run_1/drive_strength.png
Scale bar: 50 um.
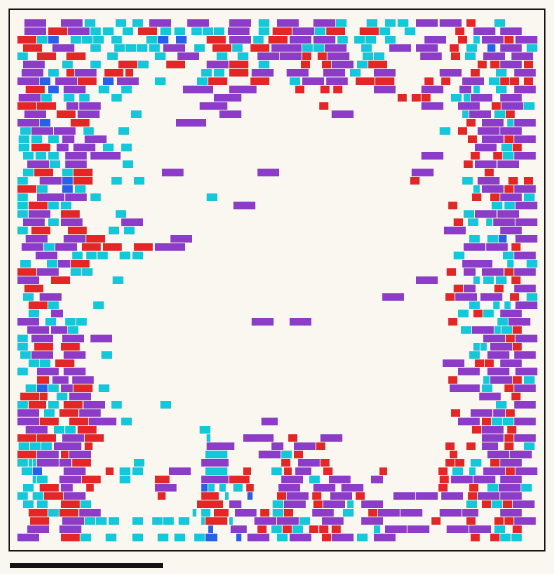
run_1/met1.png
Scale bar: 50 um. Supply wires on this layer in grey.
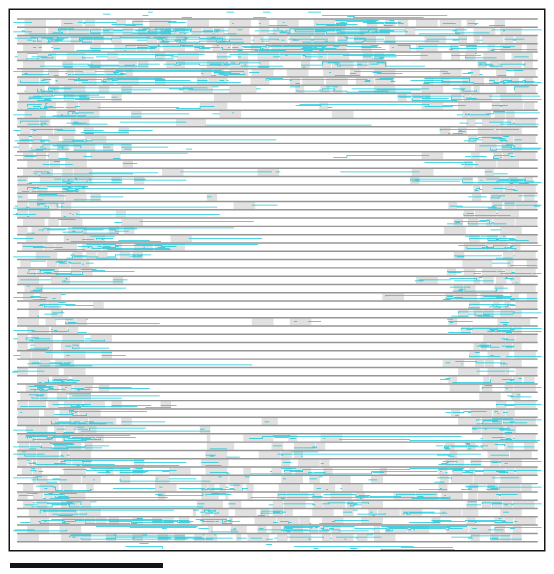
run_1/wire_density.png
Scale bar: 50 um. The die is cut into 35 by 35 equal tiles; dark purple is low, yellow is high, scaled to the fullest tile. Values are wire area over tile area, all layers added.
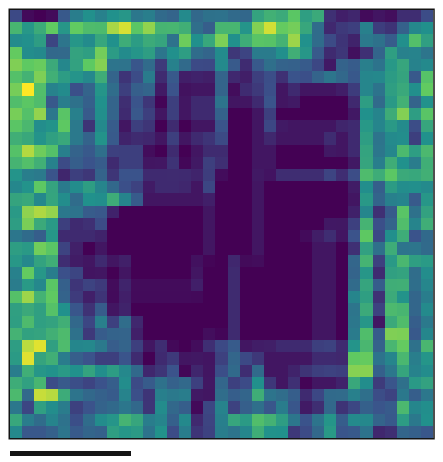
Design mem_sram_arb2, sky130hd; sources not shown.
==> results.cfg <==
; synthesis and place-and-route metrics
[critical_path]
r2r_slack_ps = 610
path_depth = 8
cpPeakStageDelay_ps = 360
worst_path_max_delay_cell = dfxtp_4
crit_fanout = 8
critPathKind = reg2out

[status]
failed_checks = setup timing
status = complete, but fails checks

[yosys]
synth.most_common_cell = and2_1
yosys_register_bits = 3

[clock_tree]
post-cts-setup-buffers = 23
cts_tree = built
h-tree-depth = 1
clockBufferDepth = 2
cts_root_buf = clkbuf_16

[cells_and_area]
final_util_pct = 37.39
buffer_area_share_pct = 70.53
n_fill_cell = 2761
clkbuf_count = 4
layout.nets = 985

[sta]
setup_viol = 153
clock_skew_ps = 0.8910
grt_setup_unrepaired = true
max_freq_mhz = 466.4
period_used_pct = 112.9
fin_ws_ps = -244.2

[die]
chipArea_sq_mm = 0.03098
nWellTaps = 390

[drt]
avgViaCountPerCell = 3.660
top_layer = met4
postRouteAntennaNets = 0

[placement]
dp_slack_ps = -627.0
dpl.cell_count = 1105

[flow_run]
max_cap_viol_count = 0

[power_and_ir_drop]
powerClk_uw = 329

[global_routing]
grtUsageMet3_pct = 4.059

[worst_hold_path]
hold_path.class = reg2reg
## Picture notes: drive_strength.png
- drive 1 or less: cyan (cells 261; most used clkdlybuf4s50_1)
- drive 3 to 4: red (cells 201; most used and2_4)
- drive 2: blue (cells 18; most used a22o_2)
- drive 6 and up: purple (cells 271; most used buf_12)
Plain + repair buffers: 516
Area growth syn-to-layout: 474.2%
post-route setup slack: -244.2 ps
Non-Filler Cell Area, Final: 0.01093 sq mm

## Picture notes: met1.png
- longest straight run: 66.7 um
- wire length on this layer: 9230 um
GR Util met1: 16.92%
Vias: 4176
Routed WL: 24640 um

## Picture notes: wire_density.png
- nearly empty tiles: 18%
- densest ninth of the die: north-west
- mean over tiles: 0.13
- tiles over half the peak: 23%
- emptiest ninth of the die: centre
WL/cell: 21.60 um
GR Util All Layers: 14.46%

